==> run_1/met4.png <==
Supply wires on this layer in gray.
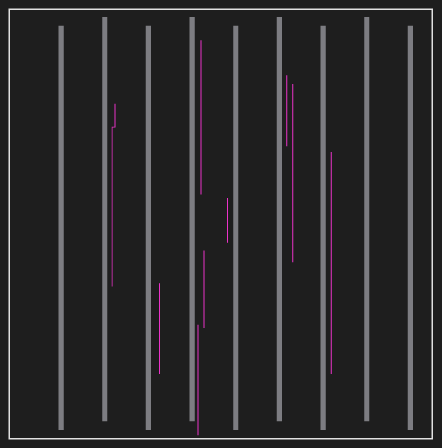
==> run_1/clock_map.png <==
Bar = 50 um.
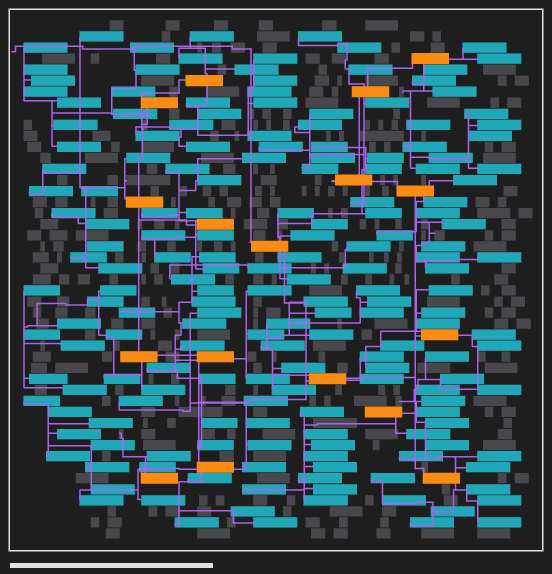
==> run_1/final_clocks.png <==
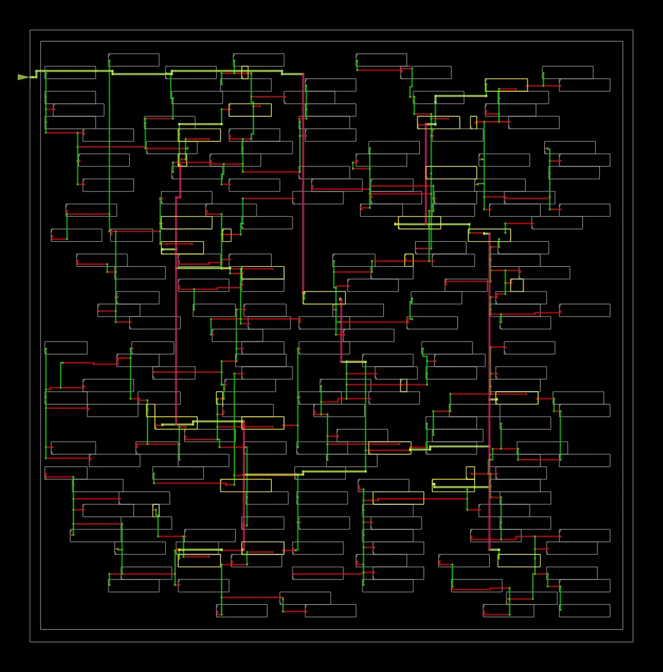
[src/rtl/yuv_pack_pkg.sv]
// Shared types and helpers for the YUV332 packing path.
package yuv_pack_pkg;

  localparam int PIXELS_PER_WORD = 4;
  localparam int WORD_W          = 32;

  typedef logic [PIXELS_PER_WORD-1:0] keep_t;

  // One FIFO entry: packed word, byte-valid mask and end-of-frame tag.
  typedef struct packed {
    logic [WORD_W-1:0] data;
    keep_t             keep;
    logic              last;
  } fifo_word_t;

  localparam int FIFO_W = $bits(fifo_word_t);

  // Prefix mask for a byte count: 0 -> 0000, 2 -> 1100, 4 -> 1111.
  function automatic keep_t keep_mask(input logic [2:0] count);
    keep_t mask;
    case (count)
      3'd0:    mask = 4'b0000;
      3'd1:    mask = 4'b1000;
      3'd2:    mask = 4'b1100;
      3'd3:    mask = 4'b1110;
      default: mask = 4'b1111;
    endcase
    return mask;
  endfunction

endpackage

[src/rtl/sync_fifo.sv]
// Synchronous first-word fall-through FIFO with (log2(DEPTH)+1)-bit pointers.
// A push while full is accepted only when a pop frees a slot in the same cycle.
module sync_fifo #(
  parameter int WIDTH = 37,
  parameter int DEPTH = 4
) (
  input  logic             clk,
  input  logic             reset_n,
  input  logic             i_push,
  input  logic [WIDTH-1:0] i_wdata,
  output logic             o_full,
  input  logic             i_pop,
  output logic [WIDTH-1:0] o_rdata,
  output logic             o_empty
);

  localparam int AW = $clog2(DEPTH);

  logic [AW:0]      r_wptr;
  logic [AW:0]      r_rptr;
  logic [WIDTH-1:0] r_mem [DEPTH];

  logic w_do_pop;
  logic w_do_push;

  assign o_empty   = (r_wptr == r_rptr);
  assign o_full    = (r_wptr[AW] != r_rptr[AW]) && (r_wptr[AW-1:0] == r_rptr[AW-1:0]);
  assign w_do_pop  = i_pop && !o_empty;
  assign w_do_push = i_push && (!o_full || w_do_pop);
  assign o_rdata   = r_mem[r_rptr[AW-1:0]];

  // Advance read/write pointers on accepted pops and pushes.
  always_ff @(posedge clk or negedge reset_n) begin
    if (!reset_n) begin
      // NOTE: state registers use non-blocking assignments so every flop samples pre-edge values.
      r_wptr <= '0;
      r_rptr <= '0;
    end else begin
      if (w_do_push) r_wptr <= r_wptr + 1'b1;
      if (w_do_pop)  r_rptr <= r_rptr + 1'b1;
    end
  end

  // Store accepted words.
  // NOTE: storage is not reset; pointers define validity, and the head is gated off while empty.
  always_ff @(posedge clk) begin
    if (w_do_push) r_mem[r_wptr[AW-1:0]] <= i_wdata;
  end

endmodule

[src/rtl/yuv332_packer.sv]
// Packs YUV332 bytes four-per-word (first pixel in [31:24]), flushes partial
// words on frame end and queues results in a FWFT FIFO towards the consumer.
module yuv332_packer
  import yuv_pack_pkg::*;
#(
  parameter int FIFO_DEPTH = 4
) (
  input  logic              clk,
  input  logic              reset_n,
  input  logic [7:0]        yuv332,
  input  logic              wr_en_i,
  input  logic              frame_start_i,
  input  logic              frame_end_i,
  output logic [WORD_W-1:0] data_o,
  output keep_t             keep_o,
  output logic              last_o,
  output logic              valid_o,
  input  logic              ready_i,
  output logic              overflow_o
);

  // Assembly register: lanes 0..2 (lane 0 in [23:16]) plus the next lane index.
  logic [23:0] r_asm;
  logic [1:0]  r_idx;
  logic        r_overflow;

  logic        w_restart;
  logic [1:0]  w_lane;
  logic [31:0] w_word;
  logic [2:0]  w_count;
  logic        w_push;
  fifo_word_t  w_push_word;
  logic [FIFO_W-1:0] w_rdata;
  fifo_word_t  w_head;
  logic        w_full;
  logic        w_empty;
  logic        w_pop;
  logic        w_drop;

  // Merge the incoming byte into the assembly and decide whether a word leaves.
  always_comb begin
    // NOTE: every combinational output gets a default first so no latch is inferred.
    w_restart = frame_start_i && !frame_end_i;
    w_lane    = w_restart ? 2'd0 : r_idx;
    w_word    = {(w_restart ? 24'h0 : r_asm), 8'h00};
    if (wr_en_i) begin
      case (w_lane)
        2'd0:    w_word[31:24] = yuv332;
        2'd1:    w_word[23:16] = yuv332;
        2'd2:    w_word[15:8]  = yuv332;
        default: w_word[7:0]   = yuv332;
      endcase
    end
    w_count = {1'b0, w_lane} + {2'b00, wr_en_i};
    // A full word always leaves; frame end also flushes partials or emits a terminator.
    w_push  = (w_count == 3'd4) || frame_end_i;
    w_push_word.data = w_word;
    w_push_word.keep = keep_mask(w_count);
    w_push_word.last = frame_end_i;
  end

  // Update assembly lanes and index; lanes at or above the index are kept zero.
  always_ff @(posedge clk or negedge reset_n) begin
    if (!reset_n) begin
      r_asm <= '0;
      r_idx <= '0;
    end else if (w_push) begin
      r_asm <= '0;
      r_idx <= '0;
    end else begin
      r_asm <= w_word[31:8];
      r_idx <= w_count[1:0];
    end
  end

  assign w_pop  = valid_o && ready_i;
  assign w_drop = w_push && w_full && !w_pop;

  // Sticky overflow; frame start is processed after frame end, so its clear wins.
  always_ff @(posedge clk or negedge reset_n) begin
    if (!reset_n)          r_overflow <= 1'b0;
    else if (frame_start_i) r_overflow <= 1'b0;
    else if (w_drop)        r_overflow <= 1'b1;
  end

  sync_fifo #(
    .WIDTH (FIFO_W),
    .DEPTH (FIFO_DEPTH)
  ) u_fifo (
    .clk     (clk),
    .reset_n (reset_n),
    .i_push  (w_push),
    .i_wdata (w_push_word),
    .o_full  (w_full),
    .i_pop   (w_pop),
    .o_rdata (w_rdata),
    .o_empty (w_empty)
  );

  assign w_head     = fifo_word_t'(w_rdata);
  assign valid_o    = !w_empty;
  assign data_o     = valid_o ? w_head.data : '0;
  assign keep_o     = valid_o ? w_head.keep : '0;
  assign last_o     = valid_o ? w_head.last : 1'b0;
  assign overflow_o = r_overflow;

endmodule

[config.mk]
export PLATFORM = sky130hd
export DESIGN_NAME = yuv332_packer
export DESIGN_NICKNAME = d
export VERILOG_FILES = /design/src/rtl/yuv_pack_pkg.sv /design/src/rtl/sync_fifo.sv /design/src/rtl/yuv332_packer.sv
export SDC_FILE = /design/constraint.sdc
export NUM_CORES = 1
export LEC_CHECK = 0
export CELL_PAD_IN_SITES_DETAIL_PLACEMENT = 2
export CELL_PAD_IN_SITES_GLOBAL_PLACEMENT = 2
export CORE_AREA = 2 2 129 131
export DETAILED_ROUTE_END_ITERATION = 10
export DIE_AREA = 0 0 131 133
export GPL_ROUTABILITY_DRIVEN = 0
export PLACE_DENSITY_LB_ADDON = 0.1
export SLEW_MARGIN = 10
export SYNTH_ARGS = -nofsm -noshare
export SYNTH_HDL_FRONTEND = slang
export SYNTH_SLANG_ARGS = --single-unit
[constraint.sdc]
create_clock -name clk -period 8.11 [get_ports clk]
set_input_delay 1.622 -clock clk [delete_from_list [all_inputs] [get_ports clk]]
set_output_delay 1.622 -clock clk [all_outputs]
set_load 0.05 [all_outputs]
==> Slide: Implementation Results, run 1 <==
Synthesis and Place & Route Summary

Routing
  – ANT nets after route: 0
  – Initial DRC count: 287
  – Pre-antenna DRT Iters: 4
  – Vias per cell: about 5.5
  – Drt drc: 0
  – WL per Instance: about 26 um

Logic synthesis
  – Cells after Synth: between 400 and 500
  – Comb area leader: multiplexers
  – Async SR Flop Fraction: 18.23%
  – Cell taking the most area after synthesis: edfxtp_1
  – Post-synthesis average cell area: between 15 and 20 um^2
  – EDFF count, synth: 148
  – Yosys reg bits: 181
  – Yosys adder share: less than 1%
  – Yosys stat area: ~0.0074 mm^2
  – Post-synthesis cell area: between 0.007 and 0.008 mm^2
  – Simple-gate portion of the synthesized area: 9.798%
  – Top cells by area: edfxtp_1 60%, mux4_2 11%, dfrtp_1 11%
  – Distinct cells, synth: 35
  – Top-count cell post-synth: edfxtp_1
  – Area fraction in mux cells: 12.70%
  – Yosys top cell area share: a little over 60%
  – XORs/XNORs by Area: 0.9509%
  – # Cells Yosys: around 430
  – Ys Warns: 0
  – Most common reg cell: edfxtp_1
  – AO/OA Area Share: approximately 2.2%
  – Commonest cells post-synth: 148 x edfxtp_1, 48 x and2_1, 37 x mux4_2, 33 x dfrtp_1, 28 x nand2_1
  – Post-Syn Nets: ~450
  – Register share after synthesis: between 70% and 80%

Worst setup path
  – R2R depth: 4
  – Worst Path Arrival: around 3.3 ns
  – Crit-path cells: buf_4 -> mux4_2 -> and2_1 -> clkdlybuf4s50_1
  – Critical path origin: u_fifo.r_rptr[0]
  – CP Capture Type: primary output
  – Number of stages on the worst setup path: 4
  – Start of the worst register-to-register path: u_fifo.r_rptr[1]
  – Crit path max-delay family: buffers and inverters
  – CP bufs+invs: 2
  – Max incr delay on CP: 0.73 ns
  – CP required: around 6.5 ns
  – CP Launch Type: flop
  – Worst-path fanout max: 26
  – Path type of the worst setup path: reg2out
  – Slowest CP cell: dfrtp_2

Flow run
  – Tool warnings: 29
  – Max-Cap Viols: 0

Clock tree
  – Clk Tree Root Cell: clkbuf_16
  – Clock sink total: 181
  – Clock-pin slew on the worst setup and hold paths: approximately 0.07 ns
  – CTS Buffer Depth: 2
  – Cts repair resizes: 0
  – CTS tree: done
  – CTS Hold Bufs: 0
  – H-tree levels: 4
  – Setup repair bufs after CTS: 0

GRT
  – GRT busiest layer: met2
  – Met3 usage: 5.014%
  – Vias in the first global route: 4496
  – Tot GR Track Use: between 20% and 30%
  – M2 GR Usage: 39.98%
  – Global-route wire length before repair: ~28 mm
  – Initial antenna violation count: 0
  – Largest net degree at the start of global routing: 41
  – Met1 Use GR: about 30%
  – Global route overflow: 0

Worst hold path
  – Hold Crit Class: reg2reg
  – Min-delay src: u_fifo.r_wptr[2]
  – Hold depth: 1

Place
  – Buffers on Ports: 52
  – HPWL after DPL: between 10 and 15 mm
  – Setup Slack @ Placement: 3.094 ns
  – Area after DPL: 0.008105 mm^2

Final layout
  – Clk tree area frac: between 6 and 7%
  – Design area: between 0.008 and 0.009 mm^2
  – P&R area growth vs syn: 18.10%
  – Largest cell class: registers
  – Layout cells sized above 1: between 10% and 20%
  – #MultiIn Comb: roughly 220
  – Fill cell count: roughly 1.4k
  – Final Util: about 54%
  – Buffering overhead: under 10%
  – Non-CTS buffers: between 50 and 60
  – Most frequent cells in the layout: 148 x edfxtp_1, 52 x clkdlybuf4s50_1, 45 x and2_1
  – Clkbuf count: 20
  – Most numerous logic cell after layout: edfxtp_1
  – Reg area: roughly 0.0053 mm^2
  – Logic area: just under 0.002 mm^2
  – Nets: roughly 500
  – Comb/total area: between 20% and 30%
  – N_diodes: 0
  – Sequential share of cell area: roughly 60%
  – Inverters: 11

STA
  – Slew HR: 23.44%
  – Worst Tran Pin Value: approximately 1.1 ns
  – Setup TNS: 0 ns
  – Post-layout period usage: between 60% and 70%
  – Final hold vios: 0
  – FMAX: around 200 MHz
  – Unrepaired setup endpoints after global routing: false
  – Final Slew Violations: 0
  – Fin worst setup slack: 3.170 ns
  – Min Tclk post-route: 4.940 ns
  – Final setup vio count: 0

Power and ir drop
  – Power Dens Cells: 447.5 mW/mm^2
  – Leak: between 3 and 4 nW
  – Max VDD drop: about 0.21 mV

Floorplanning
  – Die width: roughly 130 um
  – Core Footprint: approximately 0.016 mm^2
  – Row count: 47
  – # IOs: between 50 and 60
  – Core utilization before placement: 45.56%
  – Tap cells: 220
  – Chip area: between 0.015 and 0.02 mm^2

Outcome
  – Status: complete, no violations
About met4.png:
main direction: vertical
longest straight run: 68.7 um
wire length on this layer: 350 um
nets with wire on the layer: 5
via count: 3957
routed wire length: 18.41 mm

About clock_map.png:
legend:
  orange:
    item: cells driving clock nets
    count: 17
  cyan:
    item: flip-flops
    count: 181
  purple:
    item: clock wires
    length: 2210 um
flops lie: widely spread
routed clock nets: 18

About final_clocks.png:
Final Skew: 0.007744 ns
Power Clock: 0.000855 W
Inserted Clock Buffers: 17
worst skew pair latency: 0.44 ns
flop count: 181

==> run 1: power by group <==
part	switching [W]	leakage, nW	total, W	internal [W]
sequential	0.0000978	1.83	0.00130	0.00120
clock	0.000345	0.292	0.000855	0.000510
combinational	0.00110	1.07	0.00174	0.000634
==> run 1: cells by family after synthesis <==
group           after synthesis
simple gates                134
mux                          47
xor+xnor                      8
flops                       181
compound gates               23
fa+ha+maj                     5
buf+inv                      33
==> run 1: through the flow <==
stage	cells	hold slack, ns	total power (W)
global placement	686	0.4802	0.003023
floorplan	431	0.4604	0.002499
CTS	718	0.5116	0.003943
detailed placement	686	0.4990	0.003079
global route	718	0.5242	0.004062
finish	718	0.5090	0.003894
==> run 1: per-layer routing <==
| layer | vias to the layer above | wire [um] | part of all wire (%) |
|---|---|---|---|
| met5 | - | 0 | 0 |
| met4 | 0 | 349 | 1.9 |
| met3 | 24 | 698 | 3.8 |
| met2 | 94 | 10010 | 54 |
| met1 | 2117 | 7345 | 40 |
| li1 | 1722 | - | - |
==> run 1: path summary, 6_finish.rpt <==
| path | to | slack [ns] |
|---|---|---|
| min in group asynchronous | r_asm[17] | 1.60 |
| hold reg to reg | u_fifo.r_wptr[2] | 0.51 |
| max in group asynchronous | u_fifo.r_rptr[0] | 6.16 |
| setup reg to reg | u_fifo.r_mem[3][10] | 4.82 |
| setup / recovery | data_o[10] | 3.17 |
| hold / removal | u_fifo.r_wptr[2] | 0.51 |
==> run 1: flip-flops by register name (all words and copies together) (netlist names) <==
| name | flops |
|---|---|
| r_asm | 24 |
| u_fifo.r_rptr | 3 |
| r_idx | 2 |
| u_fifo.r_mem | 148 |
| u_fifo.r_wptr | 3 |
| overflow_o | 1 |
==> run 2, diff against run 1 <==
Settings changed: CORE_AREA 2 2 129 131 to 2 2 133 135, DIE_AREA 0 0 131 133 to 0 0 135 137.
Clock period 8.11 ns to 4.9 ns, I/O delays scaled along.
==> run_2/registers.png <==
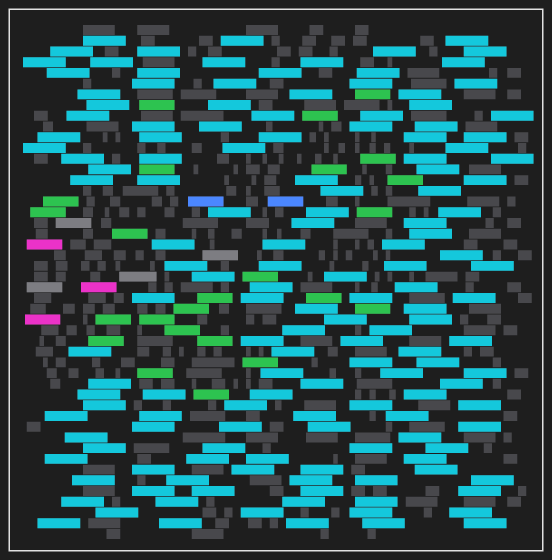
legend:
  magenta:
    name_in_the_netlist: u_fifo.r_wptr
    placed_flops: 3
  green:
    name_in_the_netlist: r_asm
    placed_flops: 24
  cyan:
    name_in_the_netlist: u_fifo.r_mem
    placed_flops: 148
    where: widely spread
  blue:
    name_in_the_netlist: r_idx
    placed_flops: 2

==> run 2 against run 1 <==
  * Clock skew is 0.0016 ns lower
  * First-iteration DRC count is 6.6% lower
  * Final cell count is 1.9% higher
  * Via count is 0.58% higher
  * Core utilization is 2.3 points lower
  * Critical endpoint is now data_o[8]
  * Largest cell class unchanged
  * Largest power group unchanged
==> Slide: Implementation Results, run 2 <==
Synthesis and Place & Route Summary

Outcome
  – Status: complete, no violations

STA
  – Worst Tran Pin Value: 0.7593 ns (-0.3842 ns)
  – Setup TNS: 0 ns (unchanged)
  – Final hold vios: 0 (unchanged)
  – Slew HR: 49.37% (+26 points)
  – Post-layout period usage: between 70 and 80%
  – Min Tclk post-route: about 3.8 ns
  – Final Skew: 0.006188 ns (-0.001556 ns)
  – Final setup vio count: 0 (unchanged)

Final layout
  – Most frequent cells in the layout: 148 x edfxtp_1, 52 x clkdlybuf4s50_1, 45 x and2_1
  – Reg area: 0.005271 mm^2 (unchanged)
  – Most numerous logic cell after layout: edfxtp_1
  – P&R area growth vs syn: 19.34%
  – Nets: 513 (+1.8%)
  – Design area: 0.008793 mm^2 (+1.0%)
  – Fill cell count: 1559 (+8.7%)

Logic synthesis
  – Yosys top cell area share: 60.32% (unchanged)
  – Async SR Flop Fraction: 18.23% (unchanged)
  – Simple-gate portion of the synthesized area: 9.798% (unchanged)
  – Distinct cells, synth: 35 (unchanged)
  – Register share after synthesis: 71.52% (unchanged)
  – Most common reg cell: edfxtp_1
  – Post-synthesis average cell area: 17.10 um^2 (unchanged)
  – AO/OA Area Share: 2.174% (unchanged)
  – Top-count cell post-synth: edfxtp_1
  – Post-Syn Nets: 450 (unchanged)
  – Yosys adder share: 0.8490% (unchanged)
  – Comb area leader: multiplexers
  – Commonest cells post-synth: 148 x edfxtp_1, 48 x and2_1, 37 x mux4_2, 33 x dfrtp_1, 28 x nand2_1
  – Cell taking the most area after synthesis: edfxtp_1

Clock tree
  – Setup repair bufs after CTS: 0 (unchanged)
  – CTS tree: done
  – CTS Buffer Depth: 2 (unchanged)
  – Clock sink total: 181 (unchanged)
  – Cts repair resizes: 0 (unchanged)
  – H-tree levels: 4 (unchanged)
  – CTS Hold Bufs: 0 (unchanged)

Routing
  – Routed wire length: 18.32 mm (-0.47%)
  – Pre-antenna DRT Iters: 4 (unchanged)
  – Vias per cell: 5.437 (-1.3%)
  – Drt drc: 0 (unchanged)
  – Initial DRC count: 268 (-6.6%)
  – WL per Instance: 25.03 um (-2.4%)
  – ANT nets after route: 0 (unchanged)
  – Via count: 3980 (+0.58%)

Worst setup path
  – CP Capture Type: primary output
  – Crit-path cells: buf_4 -> xnor2_1 -> nand3b_1 -> buf_4 -> and2_1 -> clkdlybuf4s50_1
  – CP bufs+invs: 3 (+1)
  – R2r endpoint: u_fifo.r_mem[0][7]
  – Number of stages on the worst setup path: 6 (+2)
  – Worst Path Arrival: 2.84 ns (-0.48 ns)
  – CP Launch Type: flop
  – Slowest CP cell: clkdlybuf4s50_1
  – Max incr delay on CP: 0.82 ns (+0.09 ns)
  – FF-to-FF setup slack: 2.33 ns (-2.49 ns)
  – Start of the worst register-to-register path: u_fifo.r_rptr[0]
  – Crit path max-delay family: buffers and inverters

Power and ir drop
  – Power Dens Cells: 737.4 mW/mm^2 (+65%)
  – Switching Power: 0.002571 W (+66%)
  – Leak: 3.239 nW (+1.2%)
  – Sequential power share: 32.1% (-1.3 points)

Floorplanning
  – Core utilization before placement: 43.20% (-2.4 points)
  – Chip area: 0.01850 mm^2 (+6.2%)
  – Row count: 48 (+2.1%)
  – # IOs: 53 (unchanged)

Place
  – HPWL after DPL: 11.21 mm (+1.8%)
  – Area after DPL: 0.008179 mm^2 (+0.91%)

GRT
  – Tot GR Track Use: 21.30% (-1.9 points)
  – Global-route wire length before repair: 27.99 mm (-0.81%)
  – Initial antenna violation count: 0 (unchanged)
  – Global route overflow: 0 (unchanged)

Worst hold path
  – Hold depth: 1 (unchanged)
  – Worst Hold Path EP: u_fifo.r_wptr[2]
  – Hold Crit Class: reg2reg

Flow run
  – Max-Cap Viols: 0 (unchanged)
==> run_2/met4.png <==
Supply wires on this layer in gray.
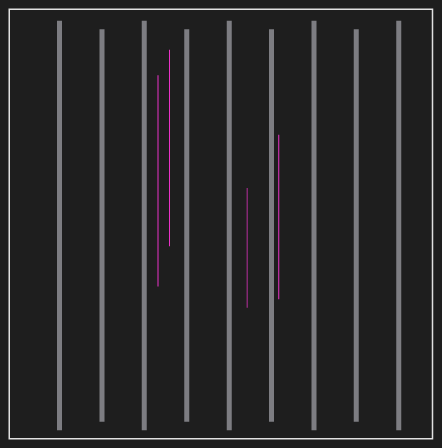
longest straight run: 67.3 um
wire length on this layer: 220 um
main direction: vertical

-- run 2: cell counts after synthesis --
No cell type changed its count.
-- run 2: worst max path at each step --
stage                startpoint  slack (ns)            endpoint
2_1_floorplan           wr_en_i        0.13  u_fifo.r_mem[3][0]
4_1_cts        u_fifo.r_rptr[0]        0.97           data_o[8]
6_report       u_fifo.r_rptr[0]        1.08           data_o[8]
3_5_place_dp        frame_end_i        1.31  u_fifo.r_mem[0][9]
3_3_place_gp        frame_end_i        1.40  u_fifo.r_mem[0][5]
5_1_grt        u_fifo.r_rptr[0]        0.82          data_o[29]
-- run 2: through the flow --
step	power, W	instances	worst slack [ns]	hold slack [ns]
3_5_place_dp	0.005130	700	1.310	0.4791
6_report	0.006484	732	1.082	0.4875
4_1_cts	0.006570	732	0.9686	0.4918
5_1_grt	0.006760	732	0.8242	0.5120
2_1_floorplan	0.004137	431	0.1331	0.4604
3_3_place_gp	0.005035	700	1.401	0.4744
-- run 2: power by group through the flow --
stage	Sequential (W)	Clock [W]	Combinational (W)
global route	0.00211	0.00151	0.00314
floorplan	0.00209	0	0.00205
global placement	0.00208	0	0.00295
CTS	0.00209	0.00145	0.00303
detailed placement	0.00212	0	0.00301
finish	0.00208	0.00143	0.00297
-- run 2: area by class of cell --
class | count | area share (%)
inverters | 11 | 0.4696
repair buffers | 66 | 7.114
clock buffers | 19 | 4.923
clock inverters | 13 | 2.063
well taps | 225 | 3.201
flip-flops and latches | 181 | 59.95
multi-input cells | 217 | 22.28
-- run 2: layer usage --
metal | up-vias | routed length [um] | GRT usage [%]
met3 | 13 | 568 | 3.889
li1 | 1736 | - | -
met2 | 63 | 9654 | 36.89
met1 | 2168 | 7878 | 27.24
met4 | 0 | 220 | 7.234
met5 | - | 0 | 0
No activity file was given, so power comes from the tool's default toggle rates.
